**Run 1: clock routing**

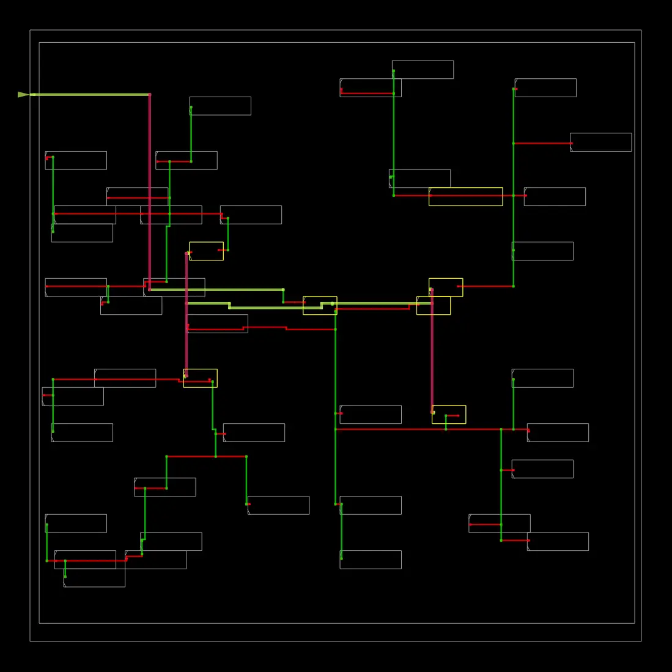
**Run 1: cell area per tile**

Scale: 4 px per um. The die is cut into 9 by 9 equal tiles; white is low, dark blue is high, 0 to 100% covered.
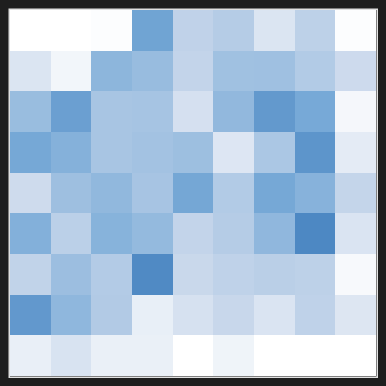
**Run 1: where the registers sit**

Scale: 4 px per um. Other sequential cells in the stronger gray, the rest of the logic in the fainter gray.
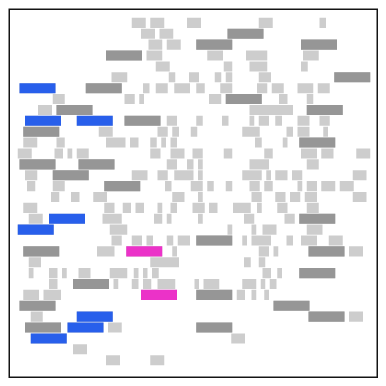
### src/rtl/pulse_generator.sv
`timescale 1ns/1ps
// Strobe-to-pulse converter: a programmable delay followed by a programmable-length level pulse,
// with busy/done status and a saturating count of strobes that could not be accepted.
module pulse_generator #(
    parameter int COUNT_WIDTH = 8,
    parameter int DROP_WIDTH  = 8
) (
    input  logic                   in_clock,
    input  logic                   in_reset_n,
    input  logic                   in_strobe,
    input  logic [COUNT_WIDTH-1:0] in_delay,
    input  logic [COUNT_WIDTH-1:0] in_length,
    input  logic                   in_retrigger,
    output logic                   out_signal,
    output logic                   out_busy,
    output logic                   out_done,
    output logic [DROP_WIDTH-1:0]  out_dropped
);

    typedef enum logic [1:0] {
        ST_IDLE   = 2'd0,
        ST_DELAY  = 2'd1,
        ST_ACTIVE = 2'd2
    } state_t;

    localparam logic [COUNT_WIDTH-1:0] COUNT_ONE = COUNT_WIDTH'(1);
    localparam logic [DROP_WIDTH-1:0]  DROP_ONE  = DROP_WIDTH'(1);

    state_t                  state_q, state_d;
    logic [COUNT_WIDTH-1:0]  count_q, count_d;
    logic [COUNT_WIDTH-1:0]  length_q, length_d;
    logic [DROP_WIDTH-1:0]   drops_q, drops_d;
    logic                    end_q, end_d;
    logic                    signal_q, signal_d;
    logic                    busy_q, busy_d;
    logic                    done_q, done_d;
    logic [DROP_WIDTH-1:0]   dropped_q, dropped_d;
    logic                    reject;

    always_comb begin
        state_d  = state_q;
        count_d  = count_q;
        length_d = length_q;
        end_d    = 1'b0;
        reject   = 1'b0;

        case (state_q)
            ST_IDLE: begin
                // A zero-length request is silently ignored, not counted as dropped.
                if (in_strobe && (in_length != '0)) begin
                    if (in_delay == '0) begin
                        state_d = ST_ACTIVE;
                        count_d = in_length;
                    end else begin
                        state_d  = ST_DELAY;
                        count_d  = in_delay;
                        length_d = in_length;
                    end
                end
            end
            ST_DELAY: begin
                reject = in_strobe;
                if (count_q == COUNT_ONE) begin
                    state_d = ST_ACTIVE;
                    count_d = length_q;
                end else begin
                    count_d = count_q - COUNT_ONE;
                end
            end
            ST_ACTIVE: begin
                // A retrigger beats the natural end of the count, even on its last cycle.
                if (in_strobe && in_retrigger) begin
                    count_d = (in_length == '0) ? COUNT_ONE : in_length;
                end else begin
                    reject = in_strobe;
                    if (count_q == COUNT_ONE) begin
                        state_d = ST_IDLE;
                        count_d = '0;
                        end_d   = 1'b1;
                    end else begin
                        count_d = count_q - COUNT_ONE;
                    end
                end
            end
            default: begin
                state_d = ST_IDLE;
                count_d = '0;
            end
        endcase

        drops_d = (reject && (drops_q != '1)) ? (drops_q + DROP_ONE) : drops_q;

        // Outputs are a registered image of the control state, one edge behind it.
        signal_d  = (state_q == ST_ACTIVE);
        busy_d    = (state_q != ST_IDLE);
        done_d    = end_q;
        dropped_d = drops_q;
    end

    always_ff @(posedge in_clock or negedge in_reset_n) begin
        if (!in_reset_n) begin
            state_q   <= ST_IDLE;
            count_q   <= '0;
            length_q  <= '0;
            drops_q   <= '0;
            end_q     <= 1'b0;
            signal_q  <= 1'b0;
            busy_q    <= 1'b0;
            done_q    <= 1'b0;
            dropped_q <= '0;
        end else begin
            state_q   <= state_d;
            count_q   <= count_d;
            length_q  <= length_d;
            drops_q   <= drops_d;
            end_q     <= end_d;
            signal_q  <= signal_d;
            busy_q    <= busy_d;
            done_q    <= done_d;
            dropped_q <= dropped_d;
        end
    end

    assign out_signal  = signal_q;
    assign out_busy    = busy_q;
    assign out_done    = done_q;
    assign out_dropped = dropped_q;

endmodule

### config.mk
export PLATFORM = sky130hd
export DESIGN_NAME = pulse_generator
export DESIGN_NICKNAME = d
export VERILOG_FILES = /design/src/rtl/pulse_generator.sv
export SDC_FILE = /design/constraint.sdc
export NUM_CORES = 1
export LEC_CHECK = 0
export CAP_MARGIN = 20
export CELL_PAD_IN_SITES_DETAIL_PLACEMENT = 1
export CELL_PAD_IN_SITES_GLOBAL_PLACEMENT = 2
export CORE_UTILIZATION = 25
export CTS_CLUSTER_DIAMETER = 200
export DETAILED_ROUTE_END_ITERATION = 10
export PLACE_DENSITY_LB_ADDON = 0.2
export SLEW_MARGIN = 20
export SYNTH_ARGS = -nofsm -noshare
export SYNTH_HDL_FRONTEND = slang
export SYNTH_SLANG_ARGS = --single-unit
### constraint.sdc
create_clock -name in_clock -period 3.2 [get_ports in_clock]
set_input_delay 0.64 -clock in_clock [delete_from_list [all_inputs] [get_ports in_clock]]
set_output_delay 0.64 -clock in_clock [all_outputs]
set_load 0.05 [all_outputs]
==> metrics.cfg, run 1 <==
[setup_path]
r2r_slack_ns = 0.62
path_cells = clkdlybuf4s50_1, or4_1, o21ai_2, and2_1, a221oi_1, a221oi_1
timing.rr.end = count_q[2]$_DFFE_PN0P_
crit_path_start_kind = input port

[run]
warnings = 30
max_cap_violations = 0

[min_path]
min_path_cells = 0
hp-class = reg -> reg
holdCritStartpoint = done_d$_DFF_PN0_

[grt]
grt_use_total = 0.156
overflow = 0
antenna_found_initial = 0
grt_max_degree = 39

[logic_synthesis]
yosysChipArea_um2 = 2010
postSynthSeqShare = 0.474
flop_cell = dfrtp_1
synth_cells = 190
synth-edff-count = 0
ys_cells = 190

[routing]
routed-via-count = 1616
drt_pass1_iterations = 4
wire_per_inst_um = 18.1

[timing]
slew_headroom = 0.383
hold_violations = 0
drv_slew = 0
fin_crit_sh = 0.820
worstMarginPinSlew_ns = 0.922
rsz0062_at_grt = no

[floorplan]
io_pins = 31
num_rows = 32

[finish]
drive_above_1_share = 0.141
most-common-layout-cells = dfrtp_1 (38), clkdlybuf4s50_1 (29), nand2_1 (16)
nets = 254
mostFrequentLayoutCell = dfrtp_1
final_cells = 329

[pwr]
power_mw = 2.38
ir_drop_mv = 0.372
leakage_nw = 1.05

[clocking]
ctsResizeCount = 0
cts_tree = done
ctsHoldBuffers = 0
cts_setup_buffers = 0
cts_buffer_depth = 2

[status]
outcome = completed

About 'clock routing':
TritonCTS buffer count: 5
Insertion Delay late pin: 0.29 ns

About 'cell area per tile':
mean over tiles = 29%
emptiest ninth of the die = south-east
nearly empty tiles = 9.9%
fullest tile = 64%
Finished Core Util: 0.330
Core Footprint: 7770 um2
Initial Util: 0.259

About 'where the registers sit':
state_q -> magenta  # sequential cells 2
out_dropped -> blue  # sequential cells 8
not colored = 28
Seq area share: 0.371
Reg area: 951 um2
sequential group power: 823 uW

-- run 1: cell families after synthesis --
family                   Yosys count  share of synthesized area
buffers and inverters             14                     0.0305
flip-flops                        38                      0.474
multiplexers                      11                     0.0629
adder cells (fa/ha/maj)            7                     0.0436
XOR/XNOR                          11                     0.0480
AND/OR/NAND/NOR                   54                      0.143
AND-OR/OR-AND                     55                      0.198
-- run 1: flip-flops by register name (all words and copies together) (netlist names) --
name and count:
count_q 8, done_d 1, dropped_d 8, length_q 8, out_busy 1, out_done 1, out_dropped 8, out_signal 1
state_q 2
-- run 1: per-stage QoR --
stage / setup WS [ns] / hold WS, ns / area (um2) / utilization
2_1_floorplan: 0.927 / 0.331 / 2010 / -
3_3_place_gp: 0.303 / 0.332 / 2450 / 0.315
3_5_place_dp: 0.293 / 0.338 / 2450 / 0.315
4_1_cts: 0.602 / 0.359 / 2560 / 0.330
5_1_grt: 0.436 / 0.377 / 2560 / 0.330
6_report: 0.576 / 0.354 / 2560 / 0.330
-- run 1: per-layer routing --
metal,track usage,wire (um),vias to the layer above,part of all wire
li1,-,-,781,-
met1,0.199,2780,800,0.47
met2,0.261,2910,25,0.49
met3,0.0332,184,10,0.031
met4,0.0516,84,0,0.014
met5,0,0,-,0
-- run 1: worst max-delay path, delay by kind of cell --
| kind | cells | cell delay, ns |
|---|---|---|
| buffers and inverters | 1 | 0.51 |
| AOI/OAI and AO/OA | 3 | 0.66 |
| and+or+nand+nor | 2 | 1.00 |
-- run 1: cell type report --
class | count | area, um2 | area share
clock inverter | 1 | 30.0 | 0.0117
sequential | 38 | 951 | 0.371
multi-input combinational | 138 | 996 | 0.389
inverter | 7 | 26.3 | 0.0103
timing repair buffer | 37 | 348 | 0.136
tap | 102 | 128 | 0.0498
clock buffer | 6 | 82.6 | 0.0322
-- run 1: how the worst max path moves through the flow --
stage / start / to / depth (start not counted)
finish: in_length[0] / count_q[0]$_DFFE_PN0P_ / 6
global route: in_length[4] / count_q[0]$_DFFE_PN0P_ / 6
CTS: in_length[4] / count_q[0]$_DFFE_PN0P_ / 6
detailed placement: in_length[4] / count_q[0]$_DFFE_PN0P_ / 6
global placement: in_length[0] / count_q[0]$_DFFE_PN0P_ / 6
floorplan: count_q[1]$_DFFE_PN0P_ / count_q[2]$_DFFE_PN0P_ / 8
-- run 1: report_power, final --
group	total [mW]	internal, mW	switching (mW)
clock network	0.423	0.250	0.173
logic	1.13	0.500	0.635
registers	0.823	0.655	0.168
total	2.38	1.40	0.977
-- run 1: Yosys cell counts, types with 2 or more instances --
cell       count  area share
o21ai_0       11       0.027
o2bb2ai_1      2      0.0087
and3_1         4       0.012
dfrtp_1       38        0.47
nor3_1         3      0.0075
ha_1           7       0.044
o21a_1         2      0.0075
a221oi_1       4       0.017
inv_1          7       0.013
nand4_1        3      0.0093
and2_1         4       0.012
o21ai_1        2      0.0050
or4_1          6       0.022
xor2_1         2      0.0087
o221a_2        3       0.017
clkbuf_1       5      0.0093
a31oi_1        5       0.016
nor4_1         2      0.0062
o211ai_1       5       0.019
mux2_2         9       0.050
a21oi_1        8       0.020
xnor2_1        9       0.039
nand3_1        4       0.010
nor2_1         7       0.013
nand2_1       16       0.030
a22o_1         4       0.017
==> inputs of run 2 (changes only) <==
clock period = 2.3 ns   (was 3.2 ns; I/O delays follow)
**Run 2: cell area per tile**

Scale: 4 px per um. The die is cut into 9 by 9 equal tiles; white is low, dark blue is high, 0 to 100% covered.
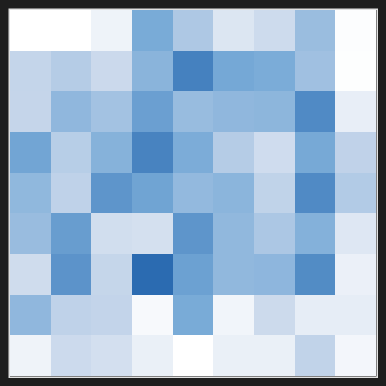
mean over tiles = 33%
nearly empty tiles = 6.2%
fullest tile = 76%
Finished Core Util: 0.372

**Run 2: clock routing**

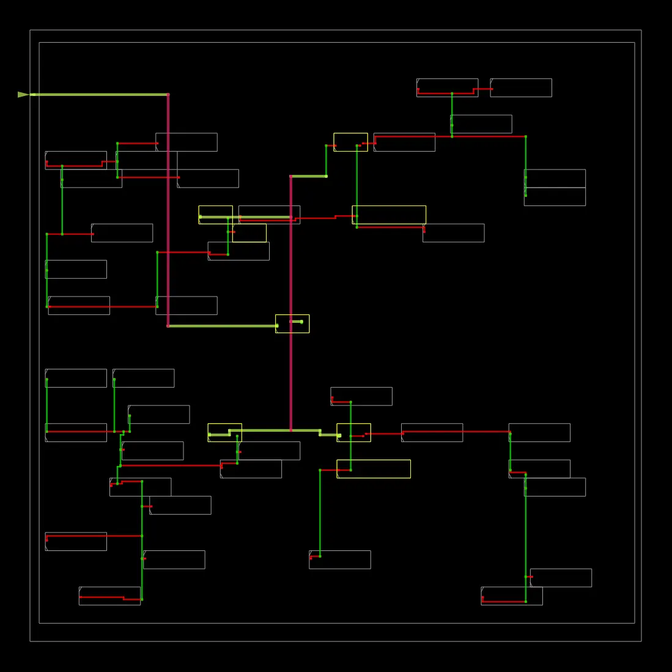
flop count: 38
clock network power: 712 uW
clock sinks: 38
CLK BUF: 6

==> run 2 against run 1 <==
Effect of this change:
- final cell count rose by 10%
- routed wire length rose by 6.9%
- sequential power rose by 36%
- non-clock buffer count rose by 33
- largest power group unchanged
- hold slack got worse by 0.15 ns
- critical path depth rose by 2
==> metrics.cfg, run 2 <==
[status]
outcome = completed

[logic_synthesis]
yosysMostFrequentCell = dfrtp_1
ys_cells = 190  ; unchanged
top_area_cell = dfrtp_1
yosysChipArea_um2 = 2010  ; unchanged
top_cells_by_area = dfrtp_1 (47%), mux2_2 (5.0%), ha_1 (4.4%)
syn_area_um2 = 2010
postSynthSeqShare = 0.474  ; unchanged
async_reset_ff_frac = 1.00
synth_cell_types = 44
synth-edff-count = 0  ; unchanged
synth_area_per_cell_um2 = 10.6
flop_cell = dfrtp_1
synth_cells = 190  ; unchanged
synth_top_area_share = 0.474  ; unchanged
top_cells_by_count = dfrtp_1 (38), nand2_1 (16), o21ai_0 (11)

[timing]
rsz0062_at_grt = yes
fin_crit_sh = 0.985
fin_tns_setup_ns = 0
slew_headroom = 0.474  ; +0.0910
post-route-min-period_ns = 2.26
skew_ns = 0.00337
drv_slew = 0  ; unchanged
hold_violations = 0  ; unchanged
worstMarginPinSlew_ns = 0.786  ; -0.136 ns
max_freq_mhz = 442

[pwr]
p_seq_frac = 0.299  ; -0.047
p_clk_frac = 0.190  ; +0.012
switching_power_mw = 1.48  ; +51%
leakage_nw = 1.24  ; +17%
comb_power_share = 0.511  ; +0.034
ir_drop_mv = 0.368  ; -1.2%
p_int_mw = 2.26  ; +61%
powerDensity_nw_per_um2 = 1300
swShare = 0.396  ; -0.0145
power_mw = 3.74  ; +57%

[routing]
wire_per_inst_um = 17.6  ; -3.1%
drt_pass1_iterations = 4  ; unchanged
drt_iter0_markers = 76
drc = 0
via_per_inst = 4.81
routed-via-count = 1747  ; +8.1%

[clocking]
cts-root-buf = clkbuf_8
htreeDepth = 2
ctsHoldBuffers = 0  ; unchanged
clock_latency_ns = 0.29  ; about the same
cts_buffer_depth = 2  ; unchanged
cts_tree = done
numCtsBuffers = 5  ; unchanged

[min_path]
hp-class = in -> async

[floorplan]
fp_util = 0.259  ; unchanged
io_pins = 31  ; unchanged
num_rows = 32  ; unchanged
core_um2 = 7770  ; unchanged

[setup_path]
worstPathArrival_ns = 2.44
path_cells = inv_2, ha_4, or4b_4, or4_4, buf_8, o21ai_2, o221a_2, o2bb2ai_1
slowest_delay_ns = 0.51
crit_path_start_kind = register
cp_data_required_time_ns = 2.48

[finish]
design_area_um2 = 2890  ; +13%
drive_above_1_share = 0.287  ; +0.146
nets = 287  ; +13%
mostFrequentLayoutCell = buf_4
antenna_cells = 0
most-common-layout-cells = buf_4 (39), dfrtp_1 (38), clkdlybuf4s50_1 (29)

[place]
place_area_um2 = 2670  ; +9.2%
dpl.hpwl_um = 4740

[grt]
grt_use_total = 0.166  ; +0.0106
antenna_found_initial = 0  ; unchanged
overflow = 0  ; unchanged
grt_max_degree = 39  ; unchanged
grt_pass1_vias = 1955

[run]
max_cap_violations = 0  ; unchanged
warnings = 31  ; +3.3%

==> run 2: power groups by stage <==
stage	registers [mW]	logic, mW	clock network, mW
after global routing	1.16	2.09	0.757
final	1.12	1.91	0.712
after global placement	1.12	1.82	0
after CTS	1.12	1.90	0.734
after floorplan	1.25	0.987	0
after detailed placement	1.12	1.83	0
==> run 2: path summary, 6_finish.rpt <==
check	depth (start not counted)	endpoint	slack (ns)	from
setup / recovery	8	count_q[4]$_DFFE_PN0P_	0.04	count_q[1]$_DFFE_PN0P_
setup reg to reg	8	count_q[4]$_DFFE_PN0P_	0.04	count_q[1]$_DFFE_PN0P_
hold reg to reg	0	out_done$_DFF_PN0_	0.35	done_d$_DFF_PN0_
max in group asynchronous	2	count_q[4]$_DFFE_PN0P_	1.72	in_reset_n
min in group in_clock	0	out_done$_DFF_PN0_	0.35	done_d$_DFF_PN0_
hold / removal	2	length_q[5]$_DFFE_PN0P_	0.21	in_reset_n
==> run 2: metrics by stage <==
step	hold slack (ns)	setup WS, ns	std cells	utilization
3_5_place_dp	0.336	-0.227	352	0.344
4_1_cts	0.239	0.000320	363	0.371
6_report	0.206	0.0353	363	0.372
5_1_grt	0.257	-0.0343	363	0.372
2_1_floorplan	0.164	0.0275	190	-
3_3_place_gp	0.333	-0.208	352	0.344
==> run 2: worst max-delay path: cells and delay by family (launching register included) <==
family,cells,cell delay (ns)
fa+ha+maj,1,0.13
compound gates,3,0.39
buf+inv,2,0.27
simple gates,2,0.96
flops,1,0.39
==> run 2: kinds of logic after synthesis <==
group                    after synthesis  share of synthesized area
buffers and inverters                 14                     0.0305
AND/OR/NAND/NOR                       54                      0.143
XOR/XNOR                              11                     0.0480
flip-flops                            38                      0.474
adder cells (fa/ha/maj)                7                     0.0436
multiplexers                          11                     0.0629
AND-OR/OR-AND                         55                      0.198
==> run 2: repair_timing <==
item | in CTS | in global routing
setup buffers | 3 | 1
pin swaps | 1 | 5
gates resized | 12 | 5
endpoints found under the setup margin | 4 | 9
cloned | 0 | 0
==> run 2: layout make-up <==
cell class / count / area (um2)
Tap cell: 102 / 128
Clock inverter: 2 / 60.1
Inverter: 7 / 26.3
Sequential cell: 38 / 951
Timing Repair Buffer: 70 / 603
Fill cell: 902 / 4880
Multi-Input combinational cell: 138 / 1040
Clock buffer: 6 / 82.6
==> run 2: routing by layer <==
layer  up-vias  part of all wire  global-route usage  wire, um
li1        848                 -                   -         -
met1       856              0.45               0.203      2870
met2        29              0.50               0.283      3170
met3        14             0.029              0.0315       182
met4         0             0.025              0.0754       161
met5         -                 0                   0         0
Power and IR drop assume default switching activity.
